==> config.mk <==
export PLATFORM = sky130hd
export DESIGN_NAME = sl_tx_channel_flat
export DESIGN_NICKNAME = d
export VERILOG_FILES = /design/src/rtl/sl_tx_channel_if.sv /design/src/rtl/sl_tx_channel.sv /design/src/flat_wrapper.sv
export SDC_FILE = /design/constraint.sdc
export NUM_CORES = 1
export LEC_CHECK = 0
export ABC_AREA = 0
export CORE_MARGIN = 10
export CORE_UTILIZATION = 45
export DETAILED_ROUTE_END_ITERATION = 12
export PLACE_DENSITY_LB_ADDON = 0.3
export SLEW_MARGIN = 20
export SYNTH_ARGS = -nofsm -noshare
export SYNTH_HDL_FRONTEND = slang
export SYNTH_SLANG_ARGS = --single-unit
==> constraint.sdc <==
create_clock -name clk -period 6.4 [get_ports clk]
set_input_delay 0.96 -clock clk [delete_from_list [all_inputs] [get_ports clk]]
set_output_delay 0.96 -clock clk [all_outputs]
set_load 0.02 [all_outputs]
### Metal 3, run 1

Scale: 2 px per um. Cells faint in the background.
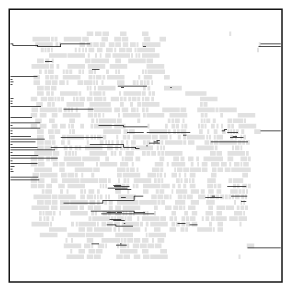
share of all routed wire: 5.3%
longest straight run: 35.2 um
main direction: horizontal
wire length on this layer: 743 um
nets with wire on the layer: 68
Routed WL: 14.0 mm
via count: 5084
GR Util met3: 3.97%

### Routed metal, one colour a layer, run 1

Scale: 2 px per um.
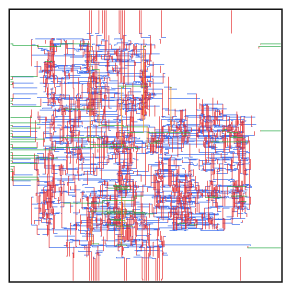
[red] M2 | wire length: 6560 um
[blue] M1 | wire length: 6440 um
[green] M3 | wire length: 743 um
[orange] M4 | wire length: 234 um
all-layer global routing usage: 15.7%
routed wire length per instance: 15.4 um

### Clock distribution, run 1

Scale: 3 px per um.
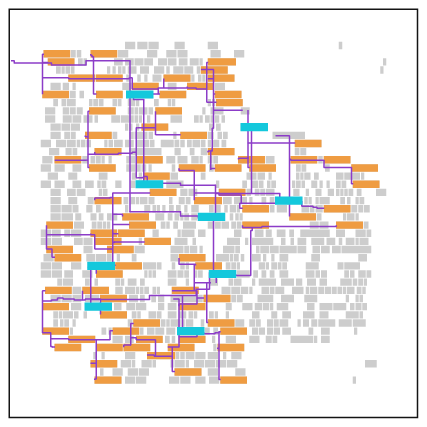
[purple] clock wires | length: 1200 um
[orange] flip-flops | count: 85
[cyan] clock-net drivers | count: 9
routed clock nets: 10
Clock Skews: 5.26 ps
Clk. pwr: 610 uW
Worst-Skew Late Latency: 340 ps

### Where the registers sit, run 1

Scale: 2 px per um.
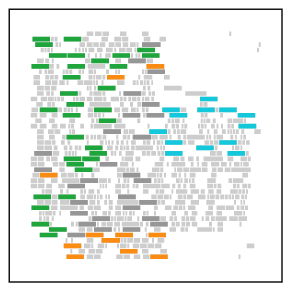
[cyan] u_core.gcnt_q | flops: 13
[green] u_core.word_q | flops: 33
[orange] u_core.bus.rd_config | flops: 11
flip-flop and latch area: 2130 um2
final design utilization: 52.8%
sequential power: 1.09 mW
flop share of the area: 30.6%

==> impl_metrics.csv, run 1 <==
group,metric,value,unit
run_status,status,"finished, final reports clean",
cells_and_area,antennaDiodeCount,0,
power_and_ir_drop,power.share.combinational,61.2,%
synth,ys_cells,692,
timing,slew_headroom,42.2,%
synth,yosys.area.top_type,"dfrtp_1",
critical_path,startpoint_type,"flip-flop",
grt,grt_pass1_wl,24.2,mm
route,drt_iter0_drc,311,
synth,yosys_area,6010,um2
timing,hold_viol,0,
place,gp_congestion,0.865,
critical_path,worstPathRequired,6610,ps
synth,synth_cell_types,79,
synth,top_cells_by_count,"dfrtp_1 (82), nand2_1 (59), a21oi_1 (58), nor2_1 (58), o21ai_0 (51)",
synth,synth_top_area_share,34.1,%
grt,grt_max_degree,86,
synth,synthAoiAreaFrac,21.5,%
critical_path,worst_ep_arrival_time,4310,ps
floorplan,fp_util,45.6,%
timing,rsz0062_at_grt,"no",
timing,fin_crit_sh,64.0,%
place,hpwl,10.1,mm
power_and_ir_drop,sw_frac_of_total,46.0,%
floorplan,io-pin-count,72,
power_and_ir_drop,sequentialPowerShare,24.8,%
cells_and_area,finalNonFillerCells,906,
synth,xor_area_share,8.70,%
critical_path,crit_fanout,20,
cells_and_area,nFillCells,1216,
clock_tree,cts_post_setup_buffers_inserted,0,
clock_tree,h-tree-depth,3,
cells_and_area,layout-drive-gt1-share,6.99,%
grt,grt_overflow,0,
clock_tree,numCtsBuffers,9,
power_and_ir_drop,top_power_group,"combinational cells",
clock_tree,ctsRootBufferMaster,"clkbuf_16",
power_and_ir_drop,total_power,4.38,mW
place,dpl.cell_count,890,
clock_tree,cts_buffer_depth,2,
timing,slew_viol_final,0,
timing,max_freq,244,MHz
clock_tree,cts_tree,"done",
synth,ys.flops,85,
## run 1: metrics by stage
step	hold WS (ps)	area, um2
final	476	6960
after global routing	503	6960
after CTS	480	6960
after detailed placement	466	6610
after global placement	457	6610
after floorplan	445	6030
## run 1: placed cells by master, fill, tap and decap left out, types with 3 or more instances in the layout
cell and instances:
clkdlybuf4s50_1 60, o31ai_1 4, o21ai_1 4, nand3_1 20, a221oi_1 10, xnor2_1 46, buf_4 3, mux2i_1 20
dfrtp_1 82, clkbuf_16 9, a211oi_1 3, nor2_1 58, nand4_1 6, nand3b_1 4, conb_1 5, nor4b_1 3
bufinv_16 3, nand2_1 59, a21o_1 5, o221ai_1 6, nand2b_1 13, a21oi_1 58, dfstp_2 3, nor3_1 20
ha_1 21, o21a_1 8, xor2_1 10, and3_1 17, inv_1 38, o21ai_0 50, o22ai_1 9, nor4_1 5
and2_1 4
## run 1: layer usage
| layer | wire, um | up-vias | track usage [%] |
|---|---|---|---|
| met5 | 0 | - | 0 |
| met2 | 6560 | 117 | 25.0 |
| met4 | 233 | 0 | 5.98 |
| met1 | 6440 | 2439 | 20.1 |
| met3 | 743 | 19 | 3.97 |
| li1 | - | 2509 | - |
## run 1: cell type report
cell class	instances	area, um2	share of cell area [%]
clock inverter	5	108	1.55
inverter	39	146	2.10
tap	176	220	3.16
sequential	85	2130	30.6
timing repair buffer	64	634	9.11
multi-input combinational	526	3480	50.0
clock buffer	11	243	3.49
## run 1: critical path: stages (launching register included)
cell       delay, ps
dfrtp_1          640
ha_1             640
nand2b_1         250
nand2_1          110
ha_1             330
a21o_1           230
maj3_2           310
o21ai_1          110
a21oi_1           90
xnor2_2          260
nand3_1          230
a2111oi_4        410
mux2i_1          300
a311oi_2          50
==> run 1 -> run 2 <==
clock period = 3.6 ns   (was 6.4 ns; I/O delays follow)
### Metal 3, run 2

Scale: 2 px per um. Cells faint in the background.
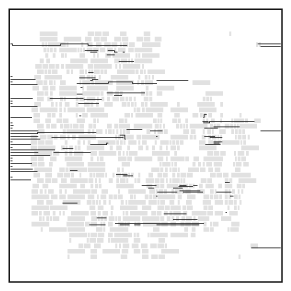
share of all routed wire: 6.4%
nets with wire on the layer: 80
wire length on this layer: 886 um
longest straight run: 44.2 um
GR Util met3: 3.82%
Routed WL: 14.0 mm
via count: 5124

### Routed metal, one colour a layer, run 2

Scale: 2 px per um.
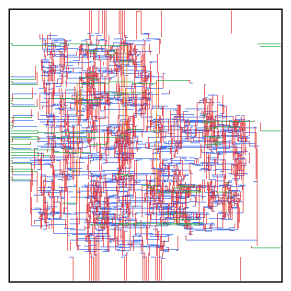
[red] M2 | wire length: 6780 um
[orange] M4 | wire length: 231 um
[green] M3 | wire length: 886 um
[blue] M1 | wire length: 6070 um
routed wire length per instance: 15.2 um
all-layer global routing usage: 15.4%

==> impl_metrics.csv, run 2 <==
group,metric,value,unit
run_status,status,"finished, final reports clean",
power_and_ir_drop,power.share.combinational,63.7,%
clock_tree,ctsRootBufferMaster,"clkbuf_16",
grt,grt_pass1_wl,23.5,mm
route,wl_met3,886,um
clock_tree,cts_tree,"done",
synth,ys.flops,85,
timing,slew_viol_final,0,
synth,ys_cells,692,
power_and_ir_drop,sw_frac_of_total,46.3,%
timing,max_freq,298,MHz
place,gp_congestion,0.874,
route,route.met2.wl,6.78,mm
route,top_layer,"met4",
timing,fin_worst_skew,7.99,ps
critical_path,crit_fanout,12,
clock_tree,cts_buffer_depth,2,
critical_path,worstPathRequired,3810,ps
synth,synth_cell_types,79,
timing,slew_headroom,32.4,%
clock_tree,numCtsBuffers,9,
cells_and_area,final_area,7040,um2
timing,rsz0062_at_grt,"no",
place,placed_cell_area,6720,um2
clock_tree,clkLatencyLatePin,340,ps
grt,grt.met1_usage,18.9,%
cells_and_area,layout_top_cell,"dfrtp_1",
cells_and_area,layout-drive-gt1-share,8.87,%
cells_and_area,final_cell_mix,"dfrtp_1 (82), clkdlybuf4s50_1 (60), nand2_1 (59)",
clock_tree,h-tree-depth,3,
power_and_ir_drop,sequentialPowerShare,23.9,%
critical_path,startpoint_type,"flip-flop",
timing,holdWs,233,ps
grt,grtUsageMet2,25.4,%
synth,yosys_area,6010,um2
synth,synth_top_area_share,34.1,%
[run 2: cell counts after synthesis]
No cell type changed its count.
[run 2: power by group through the flow]
stage          combinational (mW)  sequential [mW]  clock [mW]
2_1_floorplan                3.93             1.83           0
3_3_place_gp                 4.80             1.82           0
3_5_place_dp                 4.92             1.86           0
4_1_cts                      4.96             1.84       0.986
5_1_grt                      5.48             1.92        1.02
6_report                     4.93             1.85       0.965
[run 2: per-stage QoR]
step / power (mW) / util [%] / cells
CTS: 7.79 / 53.3 / 920
floorplan: 5.76 / - / 696
global route: 8.42 / 53.3 / 920
finish: 7.74 / 53.3 / 920
global placement: 6.62 / 50.9 / 904
detailed placement: 6.78 / 50.9 / 904
[run 2: logic make-up after synthesis]
family | after synthesis | synth area share [%]
buf+inv | 85 | 7.11
other cells | 1 | 0.0623
fa+ha+maj | 23 | 4.89
compound gates | 192 | 21.5
xor+xnor | 58 | 8.70
simple gates | 226 | 18.6
flops | 85 | 35.4
mux | 22 | 3.70
[run 2: worst max-delay path: stages, from the launching register on]
cell and delay [ps]:
dfrtp_1 570, and3_4 300, and3_1 180, nand2_1 70
xnor2_1 310, ha_1 320, inv_1 150, nor3_1 100
a221oi_2 310, nand4_1 200, a2111oi_4 360, mux2i_1 300
a311oi_2 50
[run 2: final cells by class]
class / instances / area [um2]
clock buffer: 12 / 256
inverter: 39 / 146
timing repair buffer: 78 / 739
fill: 1225 / 6150
multi-input combinational: 526 / 3490
clock inverter: 4 / 56.3
sequential: 85 / 2130
tap: 176 / 220
Power is estimated from default activity; no workload was simulated.
